**Metal 1**

Drawn at 6 px/um. Cells faint in the background.
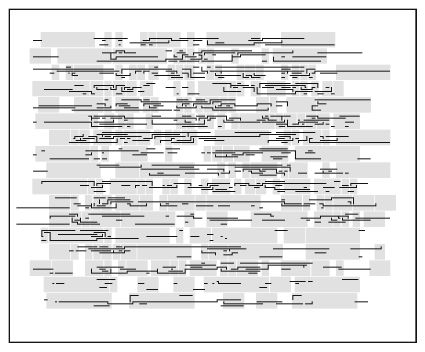
**M2 wires**

Drawn at 6 px/um.
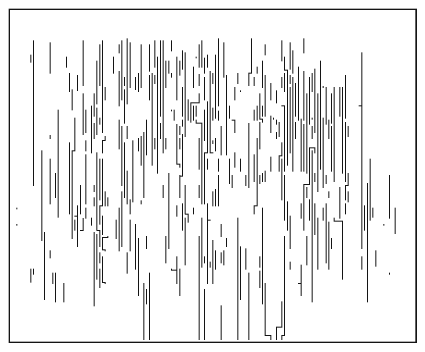
## src/rtl/servo_pwm_generator_pkg.sv

```systemverilog
// Shared servo timing constants and position type for the servo PWM channel blocks.
package servo_pwm_generator_pkg;
  localparam int SERVO_TICK_HZ    = 128000;
  localparam int PERIOD_TICKS     = 2560;
  localparam int MIN_PULSE_TICKS  = 128;
  localparam int POSITION_WIDTH   = 8;
  localparam int COUNTER_WIDTH    = 12;
  localparam int DEFAULT_POSITION = 128;

  typedef logic [POSITION_WIDTH-1:0] position_t;
endpackage

```

## src/rtl/servo_pwm_generator_tick_edge_detect.sv

```systemverilog
// Rising-edge detector turning the divided clock into a one-system-clock tick pulse.
module servo_tick_edge_detect
  import servo_pwm_generator_pkg::*;
(
  input  logic clk,
  input  logic rst_n,
  input  logic tick_in,
  output logic tick_pulse
);

  logic tick_prev_q;
  logic tick_prev_d;

  always_comb tick_prev_d = tick_in;

  always_ff @(posedge clk or negedge rst_n) begin
    if (!rst_n) tick_prev_q <= 1'b0;
    else        tick_prev_q <= tick_prev_d;
  end

  assign tick_pulse = tick_in & ~tick_prev_q;

endmodule

```

## src/rtl/servo_pwm_generator.sv

```systemverilog
// Single-channel servo PWM: 20 ms frame, pulse width from a position applied only on frame boundaries.
module servo_pwm_generator
  import servo_pwm_generator_pkg::*;
#(
  parameter int PERIOD_TICKS     = servo_pwm_generator_pkg::PERIOD_TICKS,
  parameter int MIN_PULSE_TICKS  = servo_pwm_generator_pkg::MIN_PULSE_TICKS,
  parameter int POSITION_WIDTH   = servo_pwm_generator_pkg::POSITION_WIDTH,
  parameter int COUNTER_WIDTH    = servo_pwm_generator_pkg::COUNTER_WIDTH,
  parameter int DEFAULT_POSITION = servo_pwm_generator_pkg::DEFAULT_POSITION
) (
  input  logic                      SPG_CLOCK_IN,
  input  logic                      SPG_RESET,
  input  logic                      SPG_TICK_IN,
  input  logic                      SPG_ENABLE,
  input  logic [POSITION_WIDTH-1:0] SPG_POSITION,
  input  logic                      SPG_POSITION_VALID,
  output logic                      SPG_POSITION_READY,
  output logic [POSITION_WIDTH-1:0] SPG_ACTIVE_POSITION,
  output logic                      SPG_FRAME_START,
  output logic                      SPG_PWM_OUT
);

  localparam int CMP_W = COUNTER_WIDTH + 1;

  logic                      tick;
  logic                      accept;
  logic                      boundary;
  logic [COUNTER_WIDTH-1:0]  counter_q, counter_d;
  logic                      idle_q, idle_d;
  logic                      pending_full_q, pending_full_d;
  logic [POSITION_WIDTH-1:0] pending_q, pending_d;
  logic [POSITION_WIDTH-1:0] active_q, active_d;
  logic                      frame_start_q, frame_start_d;
  logic                      pwm_q, pwm_d;
  logic [CMP_W-1:0]          pulse_limit;

  servo_tick_edge_detect u_tick_edge (
    .clk       (SPG_CLOCK_IN),
    .rst_n     (SPG_RESET),
    .tick_in   (SPG_TICK_IN),
    .tick_pulse(tick)
  );

  assign accept   = SPG_POSITION_VALID & ~pending_full_q;
  assign boundary = tick & SPG_ENABLE &
                    (idle_q | (counter_q == COUNTER_WIDTH'(PERIOD_TICKS - 1)));

  always_comb begin
    counter_d      = counter_q;
    idle_d         = idle_q;
    pending_d      = pending_q;
    pending_full_d = pending_full_q;
    active_d       = active_q;
    frame_start_d  = 1'b0;

    if (!SPG_ENABLE) begin
      counter_d = '0;
      idle_d    = 1'b1;
    end else if (boundary) begin
      counter_d     = '0;
      idle_d        = 1'b0;
      frame_start_d = 1'b1;
      if (pending_full_q) begin
        active_d       = pending_q;
        pending_full_d = 1'b0;
      end
    end else if (tick) begin
      counter_d = counter_q + 1'b1;
    end

    // Accept and boundary-apply are exclusive: accept needs pending empty, apply needs it full.
    if (accept) begin
      pending_d      = SPG_POSITION;
      pending_full_d = 1'b1;
    end

    pulse_limit = CMP_W'(MIN_PULSE_TICKS) + CMP_W'(active_d);
    pwm_d       = SPG_ENABLE & ~idle_d & ({1'b0, counter_d} < pulse_limit);
  end

  always_ff @(posedge SPG_CLOCK_IN or negedge SPG_RESET) begin
    if (!SPG_RESET) begin
      counter_q      <= '0;
      idle_q         <= 1'b1;
      pending_full_q <= 1'b0;
      active_q       <= POSITION_WIDTH'(DEFAULT_POSITION);
      frame_start_q  <= 1'b0;
      pwm_q          <= 1'b0;
    end else begin
      counter_q      <= counter_d;
      idle_q         <= idle_d;
      pending_full_q <= pending_full_d;
      active_q       <= active_d;
      frame_start_q  <= frame_start_d;
      pwm_q          <= pwm_d;
    end
  end

  // Pending data is only meaningful while pending_full is set, so it needs no reset.
  always_ff @(posedge SPG_CLOCK_IN) begin
    pending_q <= pending_d;
  end

  assign SPG_POSITION_READY  = ~pending_full_q;
  assign SPG_ACTIVE_POSITION = active_q;
  assign SPG_FRAME_START     = frame_start_q;
  assign SPG_PWM_OUT         = pwm_q;

endmodule

```

## config.mk

```make
export PLATFORM = sky130hd
export DESIGN_NAME = servo_pwm_generator
export DESIGN_NICKNAME = d
export VERILOG_FILES = /design/src/rtl/servo_pwm_generator_pkg.sv /design/src/rtl/servo_pwm_generator_tick_edge_detect.sv /design/src/rtl/servo_pwm_generator.sv
export SDC_FILE = /design/constraint.sdc
export NUM_CORES = 1
export LEC_CHECK = 0
export ABC_AREA = 1
export ABC_CLOCK_PERIOD_IN_PS = 3760
export CORE_ASPECT_RATIO = 0.8
export CORE_MARGIN = 3
export CORE_UTILIZATION = 58
export DETAILED_ROUTE_END_ITERATION = 10
export PLACE_DENSITY_LB_ADDON = 0.1
export SLEW_MARGIN = 20
export SYNTH_ARGS = -nofsm -noshare
export SYNTH_HDL_FRONTEND = slang
export SYNTH_SLANG_ARGS = --single-unit
```

## constraint.sdc

```tcl
create_clock -name SPG_CLOCK_IN -period 3.76 [get_ports SPG_CLOCK_IN]
set_input_delay 0.752 -clock SPG_CLOCK_IN [delete_from_list [all_inputs] [get_ports SPG_CLOCK_IN]]
set_output_delay 0.752 -clock SPG_CLOCK_IN [all_outputs]
set_load 0.005 [all_outputs]
```

==> flow_metrics.py <==
# Generated from Yosys and OpenROAD reports
metrics = {
    "placement": {
        "pre_cts_slack_ns": 0.4644,
        "port_buffers": 23,
        "dp_hpwl_um": 2666,
        "place_area_mm2": 0.002023,
        "gp_congestion": 0.8760,
        "dp.cells": 263,
    },
    "logic_synthesis": {
        "synth-area-yosys_mm2": 0.001759,
        "synth_flop_count": 33,
        "async_flop_share_pct": 75.76,
        "syn_avg_cell_area_um2": 8.666,
        "ys.flop_type": "dfrtp_1",
        "floorplan.nets": 225,
        "ys_seq_share_pct": 49.36,
        "ys_cells": 203,
        "edf_count": 8,
        "yosys.cell_types.count": 29,
        "syn-cell-area_mm2": 0.001759,
    },
    "routing": {
        "first_pass_iters": 4,
        "wl_per_cell_um": 13.09,
        "avgViaCountPerCell": 5.070,
        "drc": 0,
        "drtIter0Drc": 106,
        "ant_nets": 0,
    },
    "worst_setup_path": {
        "critPathLaunchType": "input port",
        "cp_num_cells": 15,
        "critPathMaxStageDelay_ns": 0.47,
        "critPathTopFamily": "simple AND/OR/NAND/NOR gates",
        "critPathLaunch": "SPG_TICK_IN",
        "ff2ff_path_depth": 15,
        "rr_startpoint": "counter_q[0]",
        "crit_slowest_cell": "clkdlybuf4s50_1",
        "worst-path-buf-inv": 4,
        "crit_type": "in -> reg",
        "crit_arrival_ns": 3.18,
        "cp_max_fo": 8,
        "worstPathCellList": "clkdlybuf4s50_1 -> inv_1 -> nor2_4 -> inv_2 -> nor2_2 -> nand2_4 -> nor2_4 -> mux2i_1 -> inv_1 -> ha_1 -> nand2_1 -> o21ai_0 -> o211ai_1 -> nand2_1 -> a21oi_2",
        "r2r_end": "SPG_PWM_OUT",
        "reg2reg_slack_ns": 1.18,
        "cp.required_ns": 3.94,
        "end_kind": "flop",
    },
    "grt": {
        "grt_overflow_total": 0,
        "grt_use_total_pct": 22.24,
        "grt_pass1_wl_um": 6175,
        "antenna_found_initial": 0,
        "grt_pass1_vias": 1417,
        "grt_max_degree": 26,
    },
    "final_timing": {
        "finalCritPeriodShare_pct": 79.74,
        "setup_ws_ns": 0.7618,
        "setup_viol": 0,
        "clock_skew_ns": 0.01226,
        "tightest_slew_ns": 0.8287,
        "relSlewSlack_pct": 44.55,
        "rsz0062_at_grt": "no",
        "final_max_slew_viol_count": 0,
        "max_freq_mhz": 333.5,
        "final.min_clock_period_ns": 2.998,
        "finalSetupTns_ns": 0,
        "hold_slack_ns": 0.4388,
    },
    "power": {
        "switching_share_pct": 29.15,
        "power_frac_seq_pct": 42.3,
        "power.leakage_uw": 0.001030,
        "p_int_uw": 794.7,
        "power.density_mw_per_mm2": 525.5,
        "power.switching_uw": 326.9,
        "clockPowerShare_pct": 28.2,
        "p_comb_share_pct": 29.5,
        "vdd_drop_max_uv": 485.8,
        "power.total_uw": 1122,
    },
    "finish": {
        "clockBufferCount": 8,
        "flop-count": 33,
        "area_growth_pct": 21.34,
        "n_all_buffers": 24,
        "dominant_cells": "flip-flops and latches",
        "nets": 254,
        "seq_area_share_pct": 40.68,
        "layout_top_cell": "nand2_1",
        "drive_gt1_share_pct": 16.31,
        "inverters": 38,
        "combGateArea_um2": 732.0,
        "seq_area_um2": 868.3,
        "layout_top_cells": "nand2_1 (49), inv_1 (29), dfrtp_1 (23)",
        "final_core_util_pct": 75.45,
        "final_cell_count_no_fill": 271,
        "antenna_cells": 0,
        "comb_share_pct": 34.29,
        "stdcell_area_mm2": 0.002135,
        "comb_cells": 130,
        "bufAreaShareNonClock_pct": 10.90,
        "clk_share_pct": 5.217,
        "fillers": 201,
    },
    "die": {
        "num_rows": 17,
        "die_w_um": 67.58,
        "nWellTaps": 38,
        "fp_util_pct": 62.18,
        "chipArea_mm2": 0.003734,
        "die_h_um": 55.26,
        "core-area_mm2": 0.002829,
        "ios": 24,
    },
    "cts": {
        "cts-resized-gates": 0,
        "ctsHoldBuffers": 0,
        "cts_buffers": 5,
        "clock_sinks": 33,
        "post-cts-setup-buffers": 0,
        "h-tree-depth": 2,
        "cts_buffer_depth": 2,
        "root_buffer": "clkbuf_8",
        "cts_tree": "done",
        "clk_latency_ns": 0.29,
        "path_clk_slew_ns": 0.07,
    },
    "flow_run": {
        "max_cap_viol_count": 0,
        "warnings": 26,
    },
    "min_path": {
        "hold_path.class": "in -> async",
    },
    "status": {
        "run_status": "complete, no violations",
    },
}
About 'metal 1':
main direction: horizontal
share of all routed wire: 46%
wire length on this layer: 1630 um
nets with wire on the layer: 238
grt met1 use: 29.43%
final wirelength: 3548 um
detailed-route via count: 1374

About 'M2 wires':
wire length on this layer: 1670 um
share of all routed wire: 47%
M2 GR Usage: 33.98%

[power by group through the flow]
stage	logic, uW	clock network [uW]	registers, uW
after global routing	376	338	483
after floorplan	178	0	480
final	331	316	474
after detailed placement	332	0	481
after global placement	322	0	478
after CTS	334	320	475
[per-layer routing]
metal | wire length (um) | vias up | GRT usage, %
li1 | - | 693 | -
met3 | 180 | 6 | 5.894
met1 | 1627 | 637 | 29.43
met2 | 1672 | 38 | 33.98
met5 | 0 | - | 0
met4 | 68 | 0 | 9.538
[logic make-up (layout without fill, tap and decap cells)]
| logic type | count (synthesis) | in the layout | synth area share [%] |
|---|---|---|---|
| buffers and inverters | 40 | 70 | 9.032 |
| and+or+nand+nor | 97 | 97 | 25.61 |
| muxes | 1 | 1 | 0.5690 |
| DFF | 33 | 33 | 49.36 |
| AOI/OAI and AO/OA | 20 | 20 | 7.539 |
| xor gates and xnor gates | 3 | 3 | 1.494 |
| adders and majority gates | 9 | 9 | 6.401 |
[cells in the mapped netlist, types with 3 or more instances]
master / n / area [um^2]
a21oi_1: 6 / 30.03
edfxtp_1: 8 / 240.2
nand4_1: 3 / 18.77
o21ai_0: 5 / 25.02
nand2_2: 5 / 31.28
nand2_1: 49 / 183.9
nor2_1: 22 / 82.58
dfrtp_1: 23 / 575.6
nand3_1: 8 / 40.04
ha_1: 9 / 112.6
xor2_1: 3 / 26.28
o21ai_2: 6 / 52.55
inv_1: 29 / 108.9
inv_2: 9 / 33.78
[flip-flops by register name, indices dropped and copies added (netlist names)]
register and flops:
SPG_ACTIVE_POSITION 8, SPG_FRAME_START 1, SPG_PWM_OUT 1, counter_q 12, idle_q 1, pending_full_q 1, pending_q 8, u_tick_edge.tick_prev_q 1
Power figures rest on the tool's default switching activity, not on a simulated workload.
